$ cat src/rtl/fu_pkg.sv
// Shared definitions for integer execute units: default widths, opcode field
// position and the opcode encodings decoded by alu_core.
package fu_pkg;

    localparam int FU_DATA_W    = 16;
    localparam int FU_ROB_IDX_W = 4;

    localparam int OPC_MSB = 15;
    localparam int OPC_LSB = 12;
    localparam int OPC_W   = OPC_MSB - OPC_LSB + 1;

    typedef logic [OPC_W-1:0] opcode_t;

    localparam opcode_t OP_ADD  = 4'd0;
    localparam opcode_t OP_SUB  = 4'd1;
    localparam opcode_t OP_AND  = 4'd2;
    localparam opcode_t OP_OR   = 4'd3;
    localparam opcode_t OP_XOR  = 4'd4;
    localparam opcode_t OP_SLL  = 4'd5;
    localparam opcode_t OP_SRL  = 4'd6;
    localparam opcode_t OP_SRA  = 4'd7;
    localparam opcode_t OP_SLT  = 4'd8;
    localparam opcode_t OP_SLTU = 4'd9;

    function automatic opcode_t get_opcode(input logic [15:0] instr);
        return instr[OPC_MSB:OPC_LSB];
    endfunction

endpackage

$ cat src/rtl/alu_functional_unit_if.sv
// Dispatch, flush and CDB signals between the reservation station side
// (master) and the execute unit (slave).
interface alu_functional_unit_if
    import fu_pkg::*;
#(
    parameter int DATA_W    = FU_DATA_W,
    parameter int ROB_IDX_W = FU_ROB_IDX_W
);
    logic                 in_valid;
    logic [ROB_IDX_W-1:0] in_instr_index;
    logic [15:0]          in_instr_full;
    logic [DATA_W-1:0]    in_val1;
    logic [DATA_W-1:0]    in_val2;
    logic                 flush;
    logic                 cdb_grant;
    logic                 busy;
    logic                 cdb_valid;
    logic [ROB_IDX_W-1:0] cdb_rob_index;
    logic [DATA_W-1:0]    cdb_result;
    logic                 overflow_err;

    modport master (
        output in_valid, in_instr_index, in_instr_full, in_val1, in_val2,
        output flush, cdb_grant,
        input  busy, cdb_valid, cdb_rob_index, cdb_result, overflow_err
    );

    modport slave (
        input  in_valid, in_instr_index, in_instr_full, in_val1, in_val2,
        input  flush, cdb_grant,
        output busy, cdb_valid, cdb_rob_index, cdb_result, overflow_err
    );
endinterface

$ cat src/rtl/alu_core.sv
// Combinational integer ALU; shift amounts come from b[3:0] and compares
// return 1/0. Undefined opcodes produce zero.
module alu_core
    import fu_pkg::*;
#(
    parameter int DATA_W = FU_DATA_W
) (
    input  opcode_t           op,
    input  logic [DATA_W-1:0] a,
    input  logic [DATA_W-1:0] b,
    output logic [DATA_W-1:0] result
);
    logic signed [DATA_W-1:0] a_s;
    logic signed [DATA_W-1:0] b_s;
    logic [3:0]               shamt;

    assign a_s   = a;
    assign b_s   = b;
    assign shamt = b[3:0];

    always_comb begin
        result = '0;
        case (op)
            OP_ADD:  result = a + b;
            OP_SUB:  result = a - b;
            OP_AND:  result = a & b;
            OP_OR:   result = a | b;
            OP_XOR:  result = a ^ b;
            OP_SLL:  result = a << shamt;
            OP_SRL:  result = a >> shamt;
            OP_SRA:  result = a_s >>> shamt;
            OP_SLT:  result = {{(DATA_W-1){1'b0}}, (a_s < b_s)};
            OP_SLTU: result = {{(DATA_W-1){1'b0}}, (a < b)};
            default: result = '0;
        endcase
    end
endmodule

$ cat src/rtl/alu_functional_unit.sv
// Integer execute unit: skid queue (p0) -> registered EX operands (p1) ->
// writeback register (p2) that holds one CDB slot until granted.
module alu_functional_unit
    import fu_pkg::*;
#(
    parameter int DATA_W    = FU_DATA_W,
    parameter int ROB_IDX_W = FU_ROB_IDX_W,
    parameter int Q_DEPTH   = 2
) (
    input logic                   clk,
    input logic                   rst,
    alu_functional_unit_if.slave  fu
);
    localparam int PTR_W = (Q_DEPTH > 1) ? $clog2(Q_DEPTH) : 1;
    localparam int CNT_W = $clog2(Q_DEPTH + 1);

    function automatic logic [PTR_W-1:0] next_ptr(input logic [PTR_W-1:0] p);
        return (p == PTR_W'(Q_DEPTH - 1)) ? '0 : p + 1'b1;
    endfunction

    // Stage p0: skid queue
    opcode_t              q_op_p0  [Q_DEPTH];
    logic [DATA_W-1:0]    q_a_p0   [Q_DEPTH];
    logic [DATA_W-1:0]    q_b_p0   [Q_DEPTH];
    logic [ROB_IDX_W-1:0] q_idx_p0 [Q_DEPTH];
    logic [CNT_W-1:0]     q_count_q, q_count_d;
    logic [PTR_W-1:0]     rd_ptr_q, rd_ptr_d;
    logic [PTR_W-1:0]     wr_ptr_q, wr_ptr_d;
    logic                 ovf_q, ovf_d;

    // Stage p1: EX operands
    logic                 vld_p1_q, vld_p1_d;
    opcode_t              op_p1_q;
    logic [DATA_W-1:0]    a_p1_q, b_p1_q;
    logic [ROB_IDX_W-1:0] idx_p1_q;

    // Stage p2: writeback / CDB slot
    logic                 vld_p2_q, vld_p2_d;
    logic [DATA_W-1:0]    res_p2_q;
    logic [ROB_IDX_W-1:0] idx_p2_q;

    logic [DATA_W-1:0]    alu_res;
    logic                 q_full, q_empty;
    logic                 wb_accept, ex_to_wb, ex_accept;
    logic                 pop, push_req, push, drop;
    logic                 unused_instr_bits;

    assign unused_instr_bits = ^fu.in_instr_full[OPC_LSB-1:0];

    assign q_full    = (q_count_q == CNT_W'(Q_DEPTH));
    assign q_empty   = (q_count_q == '0);
    assign wb_accept = !vld_p2_q || fu.cdb_grant;
    assign ex_to_wb  = vld_p1_q && wb_accept;
    assign ex_accept = !vld_p1_q || ex_to_wb;
    assign pop       = !q_empty && ex_accept;
    assign push_req  = fu.in_valid && !fu.flush;
    assign push      = push_req && (!q_full || pop);
    assign drop      = push_req && q_full && !pop;

    // Counts the issue already registered in the station this cycle.
    assign fu.busy = (int'(q_count_q) + int'(fu.in_valid)) >= Q_DEPTH;

    always_comb begin
        q_count_d = q_count_q;
        rd_ptr_d  = rd_ptr_q;
        wr_ptr_d  = wr_ptr_q;
        vld_p1_d  = vld_p1_q;
        vld_p2_d  = vld_p2_q;
        ovf_d     = ovf_q | drop;
        if (fu.flush) begin
            q_count_d = '0;
            rd_ptr_d  = '0;
            wr_ptr_d  = '0;
            vld_p1_d  = 1'b0;
            vld_p2_d  = 1'b0;
        end else begin
            if (push) wr_ptr_d = next_ptr(wr_ptr_q);
            if (pop)  rd_ptr_d = next_ptr(rd_ptr_q);
            case ({push, pop})
                2'b10:   q_count_d = q_count_q + 1'b1;
                2'b01:   q_count_d = q_count_q - 1'b1;
                default: q_count_d = q_count_q;
            endcase
            if (ex_accept) vld_p1_d = pop;
            if (wb_accept) vld_p2_d = ex_to_wb;
        end
    end

    always_ff @(posedge clk or posedge rst) begin
        if (rst) begin
            q_count_q <= '0;
            rd_ptr_q  <= '0;
            wr_ptr_q  <= '0;
            ovf_q     <= 1'b0;
            vld_p1_q  <= 1'b0;
            vld_p2_q  <= 1'b0;
        end else begin
            q_count_q <= q_count_d;
            rd_ptr_q  <= rd_ptr_d;
            wr_ptr_q  <= wr_ptr_d;
            ovf_q     <= ovf_d;
            vld_p1_q  <= vld_p1_d;
            vld_p2_q  <= vld_p2_d;
        end
    end

    always_ff @(posedge clk) begin
        if (push) begin
            q_op_p0[wr_ptr_q]  <= get_opcode(fu.in_instr_full);
            q_a_p0[wr_ptr_q]   <= fu.in_val1;
            q_b_p0[wr_ptr_q]   <= fu.in_val2;
            q_idx_p0[wr_ptr_q] <= fu.in_instr_index;
        end
        if (pop) begin
            op_p1_q  <= q_op_p0[rd_ptr_q];
            a_p1_q   <= q_a_p0[rd_ptr_q];
            b_p1_q   <= q_b_p0[rd_ptr_q];
            idx_p1_q <= q_idx_p0[rd_ptr_q];
        end
    end

    alu_core #(.DATA_W(DATA_W)) u_alu (
        .op     (op_p1_q),
        .a      (a_p1_q),
        .b      (b_p1_q),
        .result (alu_res)
    );

    // WB data also resets so the CDB bus reads zero out of reset.
    always_ff @(posedge clk or posedge rst) begin
        if (rst) begin
            res_p2_q <= '0;
            idx_p2_q <= '0;
        end else if (ex_to_wb) begin
            res_p2_q <= alu_res;
            idx_p2_q <= idx_p1_q;
        end
    end

    assign fu.cdb_valid     = vld_p2_q;
    assign fu.cdb_rob_index = idx_p2_q;
    assign fu.cdb_result    = res_p2_q;
    assign fu.overflow_err  = ovf_q;
endmodule

$ cat src/flat_wrapper.sv
// flat-port wrapper written by rule: the top's interface ports become plain ports
module alu_functional_unit_flat import fu_pkg::*;
#(
    parameter int DATA_W    = FU_DATA_W,
    parameter int ROB_IDX_W = FU_ROB_IDX_W,
    parameter int Q_DEPTH   = 2
)
  (clk, rst, fu_in_valid, fu_in_instr_index, fu_in_instr_full, fu_in_val1, fu_in_val2, fu_flush, fu_cdb_grant, fu_busy, fu_cdb_valid, fu_cdb_rob_index, fu_cdb_result, fu_overflow_err);
  alu_functional_unit_if #(.DATA_W(DATA_W), .ROB_IDX_W(ROB_IDX_W)) fu_i ();
  input logic clk;
  input logic rst;
  input wire logic [$bits(fu_i.in_valid)-1:0] fu_in_valid;
  input wire logic [$bits(fu_i.in_instr_index)-1:0] fu_in_instr_index;
  input wire logic [$bits(fu_i.in_instr_full)-1:0] fu_in_instr_full;
  input wire logic [$bits(fu_i.in_val1)-1:0] fu_in_val1;
  input wire logic [$bits(fu_i.in_val2)-1:0] fu_in_val2;
  input wire logic [$bits(fu_i.flush)-1:0] fu_flush;
  input wire logic [$bits(fu_i.cdb_grant)-1:0] fu_cdb_grant;
  output wire logic [$bits(fu_i.busy)-1:0] fu_busy;
  output wire logic [$bits(fu_i.cdb_valid)-1:0] fu_cdb_valid;
  output wire logic [$bits(fu_i.cdb_rob_index)-1:0] fu_cdb_rob_index;
  output wire logic [$bits(fu_i.cdb_result)-1:0] fu_cdb_result;
  output wire logic [$bits(fu_i.overflow_err)-1:0] fu_overflow_err;
  assign fu_i.in_valid = fu_in_valid;
  assign fu_i.in_instr_index = fu_in_instr_index;
  assign fu_i.in_instr_full = fu_in_instr_full;
  assign fu_i.in_val1 = fu_in_val1;
  assign fu_i.in_val2 = fu_in_val2;
  assign fu_i.flush = fu_flush;
  assign fu_i.cdb_grant = fu_cdb_grant;
  assign fu_busy = fu_i.busy;
  assign fu_cdb_valid = fu_i.cdb_valid;
  assign fu_cdb_rob_index = fu_i.cdb_rob_index;
  assign fu_cdb_result = fu_i.cdb_result;
  assign fu_overflow_err = fu_i.overflow_err;
  alu_functional_unit #(.DATA_W(DATA_W), .ROB_IDX_W(ROB_IDX_W), .Q_DEPTH(Q_DEPTH)) u_core (.clk(clk), .rst(rst), .fu(fu_i));
endmodule
$ cat config.mk
export PLATFORM = sky130hd
export DESIGN_NAME = alu_functional_unit_flat
export DESIGN_NICKNAME = d
export VERILOG_FILES = /design/src/rtl/fu_pkg.sv /design/src/rtl/alu_functional_unit_if.sv /design/src/rtl/alu_core.sv /design/src/rtl/alu_functional_unit.sv /design/src/flat_wrapper.sv
export SDC_FILE = /design/constraint.sdc
export NUM_CORES = 1
export LEC_CHECK = 0
export CORE_UTILIZATION = 52
export DETAILED_ROUTE_END_ITERATION = 8
export PLACE_DENSITY = 0.75
export SYNTH_ARGS = -nofsm -noshare
export SYNTH_HDL_FRONTEND = slang
export SYNTH_SLANG_ARGS = --single-unit
$ cat constraint.sdc
create_clock -name clk -period 9.1 [get_ports clk]
set_clock_uncertainty 0.15 [all_clocks]
set_input_delay 0.91 -clock clk [delete_from_list [all_inputs] [get_ports clk]]
set_output_delay 0.91 -clock clk [all_outputs]
set_load 0.05 [all_outputs]
==> run_1/closeup.png <==
Scale bar: 10 µm. Window x 48 to 88, y 21 to 61 µm. Cells in gray, sequential cells in the stronger gray; small squares are vias.
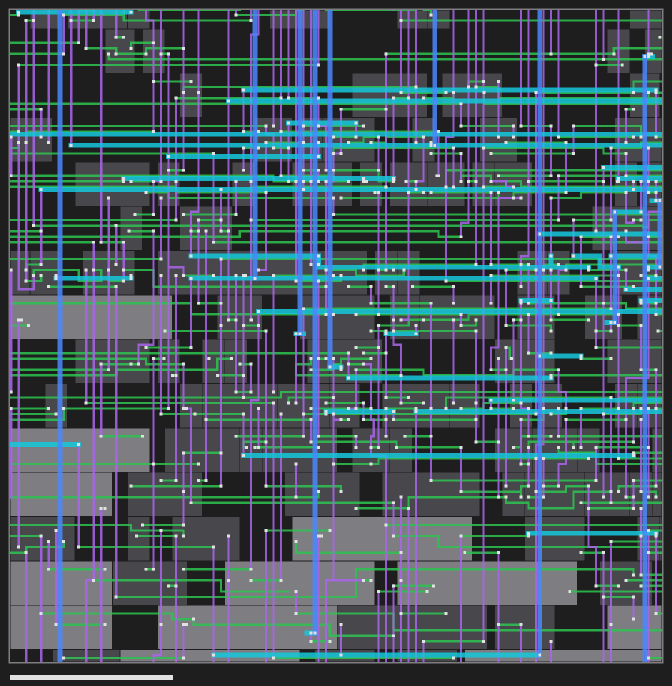
layer	color
M2	purple
M4	blue
M1	green
M3	cyan
sequential cells in the window	9
netlist names of flops here include	u_core.b_p1_q (4), u_core.q_b_p0 (4)
most frequent	nand2_1 (13), inv_1 (12), ha_1 (11)
cells with their middle in the window	97

==> run_1/m1.png <==
Scale bar: 50 µm. Supply wires on this layer in gray. Cells faint in the background.
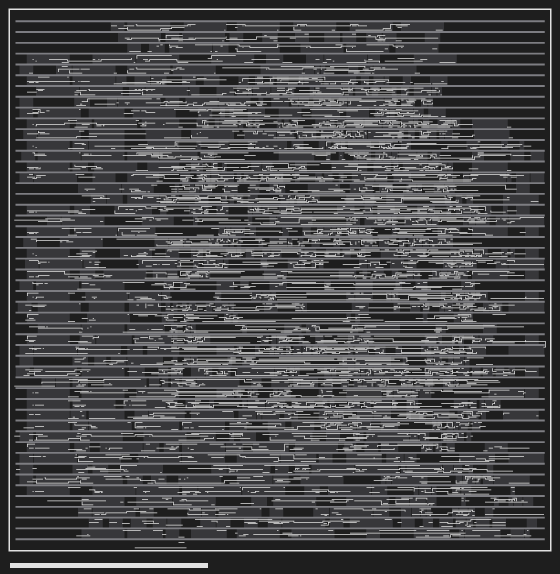
nets with wire on the layer	900
main direction	horizontal
share of all routed wire	42%
wire length on this layer	10700 µm
longest straight run	42.3 µm

==> results.toml, run 1 <==
# synthesis and place-and-route metrics
[outcome]
status = "finished clean"

[timing]
fin_crit_sh_pct = 44.1
finalSetupViolCount = 0
max_freq_mhz = 249
maxSlewViolCount = 0
slew_headroom_pct = 19.9
fin_crit_ps = 4010
tightest_slew_ps = 1200
fin_ws_ps = 5090
fin_hold_ws_ps = 328

[worst_setup_path]
timing.critical_path.buf_inv = 2
cp_slowest_cell = "ha_1"
end_kind = "register"
cp_max_fo = 40
crit_chain = "buf_4 -> clkinv_1 -> ha_1 -> nor2b_1 -> o2111ai_1 -> a21boi_1 -> a21bo_2 -> a41oi_1 -> or4_1 -> a31oi_1"
r2r_slack_ps = 5090
reg2reg_to = "u_core.fu.cdb_result[12]"
crit_end = "u_core.fu.cdb_result[12]"
path_depth = 10
cp.arrival_ps = 4210
cp.required_ps = 9300
reg2reg_depth = 10
critical_path.top_delay_family = "AND-OR/OR-AND gates"
path_class = "reg -> reg"

[yosys]
syn-instance-count = 854
ys_cells = 854
ys_area_um2 = 9350
ys_seq_share_pct = 45.7
edf_count = 120
syn_area_um2 = 9350
ys_types = 79
synth_flop_count = 147
synth-main-ff-cell = "edfxtp_1"
yosys_warnings = 0

[final_layout]
antenna_cells = 0
fill_cells = 1412
synthToLayoutAreaGrowth_pct = 15.3
top_area_cell_class = "combinational gates"
lay_top_count = "edfxtp_1"
reg.largest.list = "u_core.q_a_p0 x32, u_core.q_b_p0 x32"
logic_gate_count = 600
layout_top_cells = "120 x edfxtp_1, 75 x nor2_1, 67 x clkdlybuf4s50_1"
nNetsFinal = 1008
fin_util_pct = 61.9
comb_area_share_pct = 43.2
layoutNonFillerInstCount = 1137
inverters = 55
combGateArea_um2 = 4650

[cts]
clock_latency_ps = 430
cts_buffers = 17
cts_tree = "built"
root_buffer = "clkbuf_16"
ctsResizeCount = 0
hold_buffers = 0
cts_sinks = 147

[die]
tap-cell-count = 225
die_w_um = 136
fp.dieArea_um2 = 18500
fp_util_pct = 53.7
ios = 80
coreArea_um2 = 17400

[route]
ant_nets = 0
drtIter0Drc = 909
vias_per_cell = 6.45
routedWlPerCell_um = 22.3
drcViolationCount = 0

[place]
hpwl_um = 17600
port_buffers = 67
place_ws_ps = 5180

[global_route]
grt_pass1_wl_um = 39300
antenna_found_initial = 0
overflow = 0

[min_path]
hold_path_depth = 1
hold_start = "u_core.fu.overflow_err"
hold_end = "u_core.fu.overflow_err"

[power]
power_density_nw_per_um2 = 179
vdd_ir_drop_max_mv = 0.174

[job]
warnings = 72
cap_violations = 0
==> run_1/m2.png <==
Scale bar: 50 µm. Cells faint in the background.
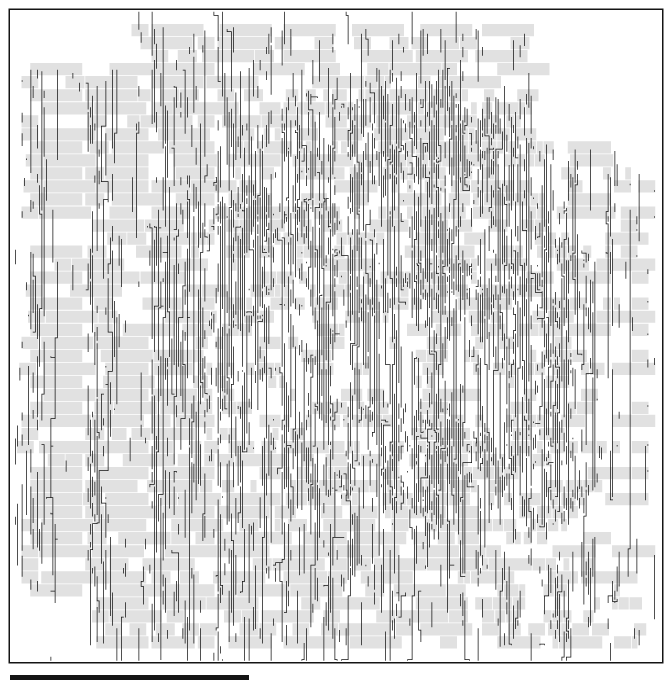
wire length on this layer	11700 µm
share of all routed wire	46%
main direction	vertical
longest straight run	70.7 µm
nets with wire on the layer	822

run 1: logic make-up (layout without fill, tap and decap cells):
family,Yosys count,count (layout),synth area share [%]
XOR/XNOR,5,5,0.468
AND/OR/NAND/NOR,230,230,11.7
buffers and inverters,107,165,4.76
adder cells (fa/ha/maj),52,52,7.12
AND-OR/OR-AND,224,224,16.5
multiplexers,89,89,13.8
flip-flops,147,147,45.7
run 1: layer usage:
metal | wire length, µm | share of wire (%) | vias to the layer above | GRT usage [%]
li1 | - | - | 3351 | -
met1 | 10700 | 42 | 3529 | 40.0
met2 | 11700 | 46 | 399 | 44.8
met3 | 2240 | 8.9 | 53 | 5.18
met4 | 672 | 2.7 | 0 | 11.0
met5 | 0 | 0 | - | 0
run 1: power by group:
group / internal [µW] / switching [µW] / total [µW]
Clock: 373 / 337 / 711
Combinational: 163 / 250 / 413
Sequential: 776 / 35.4 / 811
Total: 1310 / 623 / 1940
run 1: synth_stat cells, types with 10 or more instances:
| cell | n | area (µm²) |
|---|---|---|
| edfxtp_1 | 120 | 3600 |
| nor2_1 | 76 | 285 |
| inv_1 | 52 | 195 |
| nand2_1 | 52 | 195 |
| a21oi_1 | 50 | 250 |
| ha_1 | 50 | 626 |
| mux2_2 | 44 | 495 |
| o21ai_0 | 41 | 205 |
| nor3_1 | 30 | 150 |
| dfrtp_1 | 27 | 676 |
| clkbuf_1 | 22 | 82.6 |
| mux2i_1 | 20 | 200 |
| a211oi_1 | 17 | 128 |
| buf_2 | 17 | 85.1 |
| mux4_2 | 17 | 383 |
| nor2b_1 | 14 | 87.6 |
| nand2b_1 | 10 | 62.6 |
| o22ai_1 | 10 | 62.6 |
==> run_1/sizing.png <==
Scale bar: 50 µm.
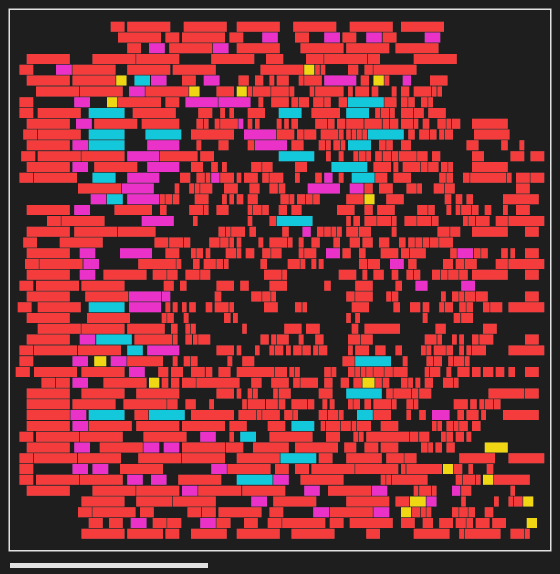

## Run 2: what changed since run 1
clock period = 3.9 ns   (was 9.1 ns; I/O delays follow)
==> run_2/sizing.png <==
Scale bar: 50 µm.
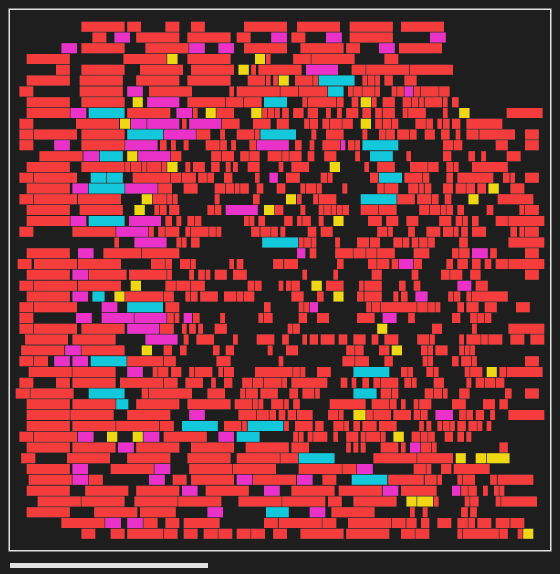
size	color	cells	most used
x3 and x4	yellow	39	buf_4
x2	magenta	75	mux2_2
x6 and larger	cyan	29	clkbuf_16
x1 and smaller	red	792	edfxtp_1

==> run_2/m1.png <==
Scale bar: 50 µm. Supply wires on this layer in gray. Cells faint in the background.
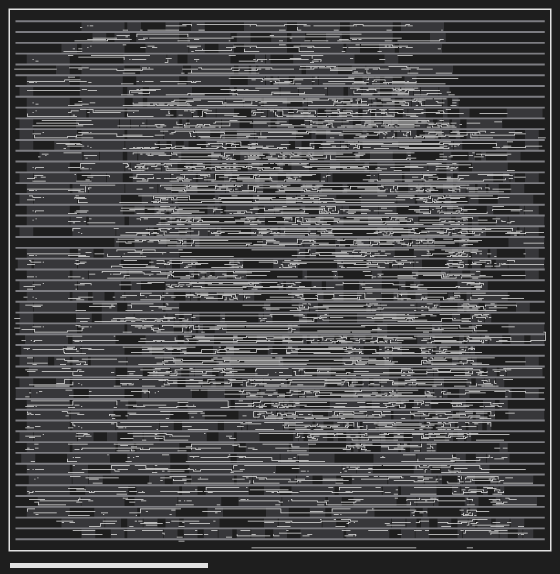
share of all routed wire	44%
longest straight run	53.4 µm
wire length on this layer	11300 µm

==> run_2/closeup.png <==
Scale bar: 10 µm. Window x 48 to 88, y 21 to 61 µm. Cells in gray, sequential cells in the stronger gray; small squares are vias.
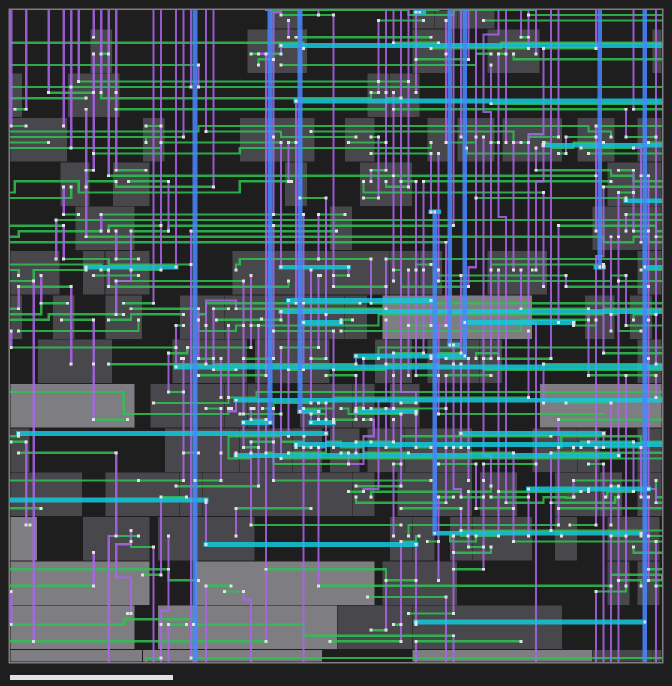
layer	color
M1	green
M3	cyan
M2	purple
M4	blue
netlist names of flops here include	u_core.b_p1_q (3), u_core.fu.cdb_result (2), u_core.q_b_p0 (2)
sequential cells in the window	7
most frequent	ha_1 (12), inv_1 (11), nand2_1 (9)
cells with their middle in the window	90

==> results.toml, run 2 <==
# synthesis and place-and-route metrics
[final_layout]
lay_top_count = "edfxtp_1"
combGateArea_um2 = 4650
fill_cells = 1402
synthToLayoutAreaGrowth_pct = 17.1
comb_area_share_pct = 42.4
antenna_cells = 0
nNetsFinal = 1031
layout_top_cells = "120 x edfxtp_1, 75 x nor2_1, 67 x clkdlybuf4s50_1"
logic_gate_count = 600
reg.largest.list = "u_core.q_a_p0 x32, u_core.q_b_p0 x32"

[timing]
max_freq_mhz = 318
fin_crit_sh_pct = 80.7
tightest_slew_ps = 986
finalSetupViolCount = 0
maxSlewViolCount = 0
slew_headroom_pct = 34.3
fin_crit_ps = 3150

[job]
warnings = 72
cap_violations = 0

[power]
p_clk_share_pct = 36.5
p_sw_share_pct = 32.2
p_comb_share_pct = 22.2
seqPwrFrac_pct = 41.3
vdd_ir_drop_max_mv = 0.292
switchingPower_uw = 1460
p_int_uw = 3080
power_density_nw_per_um2 = 414

[die]
ios = 80
coreArea_um2 = 17400
die_w_um = 136
fp.dieArea_um2 = 18500
fp_util_pct = 53.7

[cts]
cts_tree = "built"
hold_buffers = 0
cts_sinks = 147
cts_buffers = 17

[route]
met1Wirelength_um = 11300
ant_nets = 0
wl_met2_um = 11600
drcViolationCount = 0
routedWlPerCell_um = 22.4
drtIter0Drc = 818
wl_met3_um = 2150

[yosys]
largest_area_cell = "edfxtp_1"
synthTopCellsByCount = "120 x edfxtp_1, 76 x nor2_1, 52 x inv_1, 52 x nand2_1"
edf_count = 120
ys_seq_share_pct = 45.7
yosys_warnings = 0
top_cells_by_area = "edfxtp_1 39%, dfrtp_1 7.2%, ha_1 6.7%, mux2_2 5.3%, mux4_2 4.1%"
synth_flop_count = 147
synth-main-ff-cell = "edfxtp_1"
syn_area_um2 = 9350
ys_area_um2 = 9350
syn-instance-count = 854
synthDominantCellAreaShare_pct = 38.5
ys_types = 79

[outcome]
status = "finished clean"

[worst_setup_path]
reg2reg_to = "u_core.fu.cdb_result[14]"
r2r_slack_ps = 750
cp_max_fo = 12
cp.arrival_ps = 3330
reg2reg_depth = 8
cp.required_ps = 4080
path_class = "reg -> reg"

[global_route]
overflow = 0
grt_pass1_wl_um = 40600
grt_use_met3_pct = 6.56
met2_usage_pct = 44.6
antenna_found_initial = 0
busiest_layer = "met2"
use_met1_pct = 41.5

[place]
port_buffers = 67
hpwl_um = 18600
## run 2: cell count changes in the layout (fill, tap and decap cells not counted), sizes merged
cell,before,now
buf,11,34
## run 2: per-stage QoR
stage / instances / setup WS [ps] / util (%) / total power [µW] / hold slack (ps)
after global placement: 1128 / 859 / 59.4 / 2890 / 298
after CTS: 1160 / 831 / 62.9 / 4550 / 189
after floorplan: 854 / 448 / - / 2560 / 293
after detailed placement: 1128 / 837 / 59.4 / 2900 / 312
final: 1160 / 751 / 62.9 / 4540 / 183
after global routing: 1160 / 567 / 62.9 / 4700 / 217
## run 2: power groups by stage
stage          logic, µW  clock network (µW)  registers, µW
2_1_floorplan        554                   0           2010
6_report            1010                1660           1870
4_1_cts              995                1680           1870
3_5_place_dp         989                   0           1910
5_1_grt             1080                1740           1880
3_3_place_gp         982                   0           1900
## run 2: kinds of logic after synthesis
group           synth area share (%)
simple gates                    11.7
compound gates                  16.5
flops                           45.7
buf+inv                         4.76
mux                             13.8
fa+ha+maj                       7.12
xor+xnor                       0.468
## run 2: worst max-delay path by stage
stage,start,endpoint,slack (ps),depth (start not counted)
finish,u_core.a_p1_q[8],u_core.fu.cdb_result[14],750,8
global route,u_core.a_p1_q[0],u_core.fu.cdb_result[12],570,10
CTS,u_core.b_p1_q[0],u_core.fu.cdb_result[12],830,8
detailed placement,u_core.b_p1_q[0],u_core.fu.cdb_result[12],840,8
global placement,u_core.a_p1_q[0],u_core.fu.cdb_result[12],860,10
floorplan,u_core.fu.cdb_valid,u_core.a_p1_q[0],450,2
## run 2: critical path, stage by stage (launching register included)
cell and delay (ps):
edfxtp_1 540, inv_1 110, ha_1 470, nor4_1 570, nand2_1 150, o21bai_1 230, a41oi_1 360, mux2i_1 140
o31a_1 310
## Run 3: what changed since run 2
PLACE_DENSITY = 0.78   (was 0.75)
clock period = 2.7 ns   (was 3.9 ns; I/O delays follow)
==> run_3/closeup.png <==
Scale bar: 10 µm. Window x 48 to 88, y 21 to 61 µm. Cells in gray, sequential cells in the stronger gray; small squares are vias.
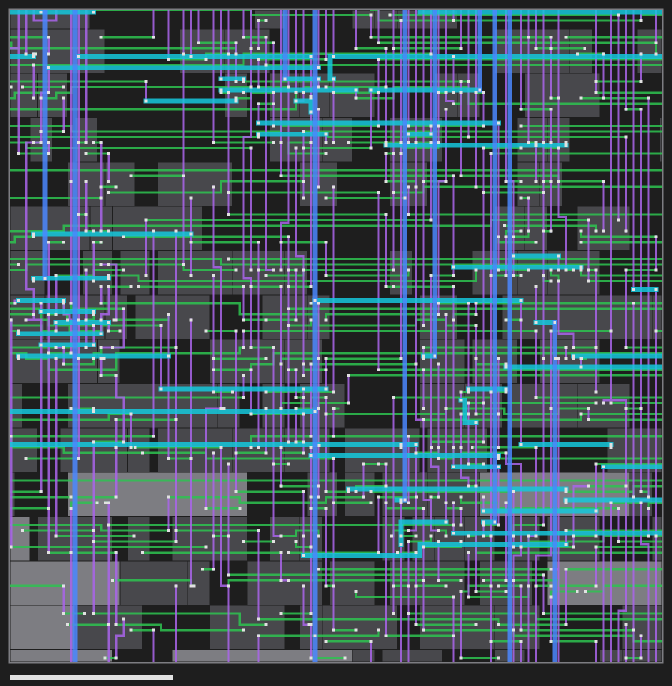
layer	color
M1	green
M4	blue
M3	cyan
M2	purple
netlist names of flops here include	u_core.b_p1_q (2)
most frequent	ha_1 (15), nor2_1 (11)
cells with their middle in the window	105
sequential cells in the window	4

==> run_3/sizing.png <==
Scale bar: 50 µm.
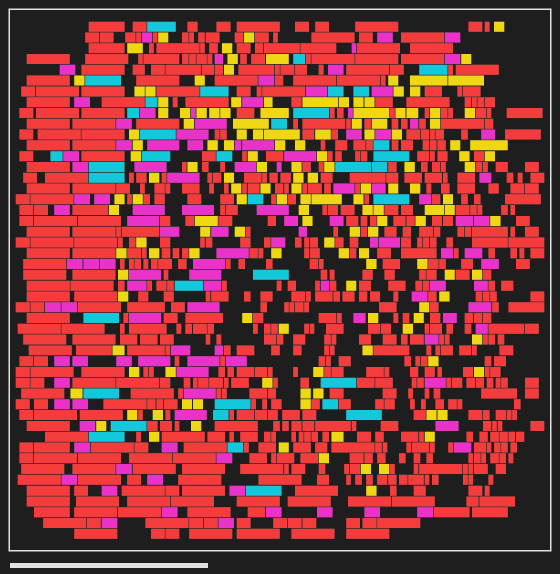
size	color	cells	most used
x2	magenta	114	mux2_2
x1 and smaller	red	738	edfxtp_1
x6 and larger	cyan	36	clkbuf_16
x3 and x4	yellow	150	buf_4

==> results.toml, run 3 <==
# synthesis and place-and-route metrics
[worst_setup_path]
crit_chain = "buf_4 -> buf_6 -> ha_4 -> fa_2 -> nor2_4 -> o221ai_4 -> a21oi_2 -> buf_4 -> nor3_1 -> a211oi_2 -> o221ai_2 -> a22o_1"
cp.arrival_ps = 2940
cp_slowest_cell = "edfxtp_1"
cpPeakStageDelay_ps = 470
path_class = "reg -> reg"
critical_path.top_delay_family = "AND-OR/OR-AND gates"
crit_top_cell = "buf_4"

[timing]
slew_headroom_pct = 9.97
fin_crit_sh_pct = 103
finalSetupViolCount = 5
fin_ws_ps = -72.3
fin_crit_ps = 2770
maxSlewViolCount = 0

[route]
met1Wirelength_um = 12500
drtIter0Drc = 892
routedWlPerCell_um = 23.3
ant_nets = 0
wl_met2_um = 13400

[final_layout]
reg.largest.list = "u_core.q_a_p0 x32, u_core.q_b_p0 x32"
antenna_cells = 0
fill_cells = 1302
synthToLayoutAreaGrowth_pct = 28.9

[yosys]
ys_seq_share_pct = 45.7
yosys_warnings = 0
synth_flop_count = 147
synthDominantCellAreaShare_pct = 38.5
edf_count = 120
synthTopCellsByCount = "120 x edfxtp_1, 76 x nor2_1, 52 x inv_1, 52 x nand2_1"
syn-instance-count = 854
synth-main-ff-cell = "edfxtp_1"
ys_area_um2 = 9350
largest_area_cell = "edfxtp_1"
syn_area_um2 = 9350
top_cells_by_area = "edfxtp_1 39%, dfrtp_1 7.2%, ha_1 6.7%, mux2_2 5.3%, mux4_2 4.1%"
ys_types = 79

[power]
seqPwrFrac_pct = 40.0
p_comb_share_pct = 26.1
p_sw_share_pct = 32.0
vdd_ir_drop_max_mv = 0.499
seq-power_uw = 2710
power_density_nw_per_um2 = 561
p_total_uw = 6760
power_clock_uw = 2290
top_power_group = "sequential cells"
p_clk_share_pct = 33.9

[place]
dp_cells = 1225
hpwl_um = 21400
place_ws_ps = -214

[global_route]
use_met1_pct = 46.0
antenna_found_initial = 0
overflow = 0
met2_usage_pct = 50.6
grt_pass1_wl_um = 44400
busiest_layer = "met2"

[cts]
cts_sinks = 147
cts_buffers = 17

[job]
warnings = 75

[die]
fp.dieArea_um2 = 18500
fp_util_pct = 53.7
coreArea_um2 = 17400

[outcome]
status = "finished, violations left"
violations = "setup timing"
==> run_3/m2.png <==
Scale bar: 50 µm. Cells faint in the background.
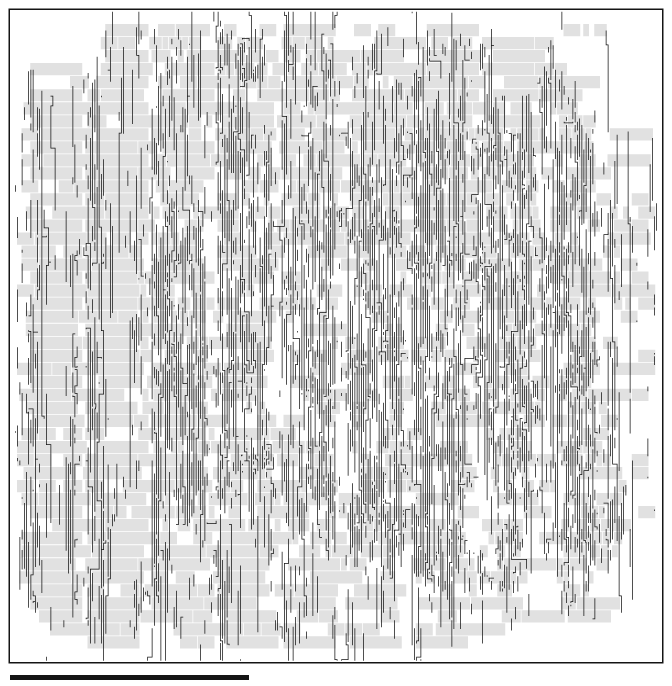
nets with wire on the layer	949
wire length on this layer	13400 µm
longest straight run	67.8 µm
share of all routed wire	46%

## run 3: cell counts after synthesis
No cell type changed its count.
## run 3: cells by family (layout without fill, tap and decap cells)
| logic type | Yosys count | after routing | synth area share, % |
|---|---|---|---|
| flops | 147 | 147 | 45.7 |
| simple gates | 230 | 230 | 11.7 |
| mux | 89 | 89 | 13.8 |
| buf+inv | 107 | 291 | 4.76 |
| xor+xnor | 5 | 5 | 0.468 |
| fa+ha+maj | 52 | 52 | 7.12 |
| compound gates | 224 | 224 | 16.5 |
## run 3: timing repair
item	CTS	global route
setup buffers	4	7
resized	26	53
pin swaps	11	18
endpoints found under the setup margin	15	16
## run 3: stage by stage
step	TNS, ps	hold WS [ps]
floorplan	-249	173
global placement	-972	293
detailed placement	-1700	298
CTS	-63.5	101
global route	-722	140
finish	-141	92.2
## run 3: worst paths after layout
| kind | to | cells after the start | start |
|---|---|---|---|
| setup / recovery | u_core.fu.cdb_result[6] | 12 | u_core.b_p1_q[0] |
| hold reg to reg | u_core.fu.overflow_err | 1 | u_core.fu.overflow_err |
| setup reg to reg | u_core.fu.cdb_result[6] | 12 | u_core.b_p1_q[0] |
| min in group clk | u_core.q_b_p0[1][12] | 1 | fu_in_val2[12] |
| max in group asynchronous | u_core.fu.cdb_rob_index[3] | 3 | rst |
| hold / removal | u_core.fu.cdb_result[9] | 3 | rst |
## run 3: final cells by class
cell class                 count  area [µm²]  area share, %
clock buffer                  17         425           3.53
clock inverter                14         136           1.13
tap                          225         282           2.34
multi-input combinational    600        4940           41.0
inverter                      55         210           1.74
timing repair buffer         205        1780           14.8
sequential                   147        4280           35.5
Power and IR drop assume default switching activity.
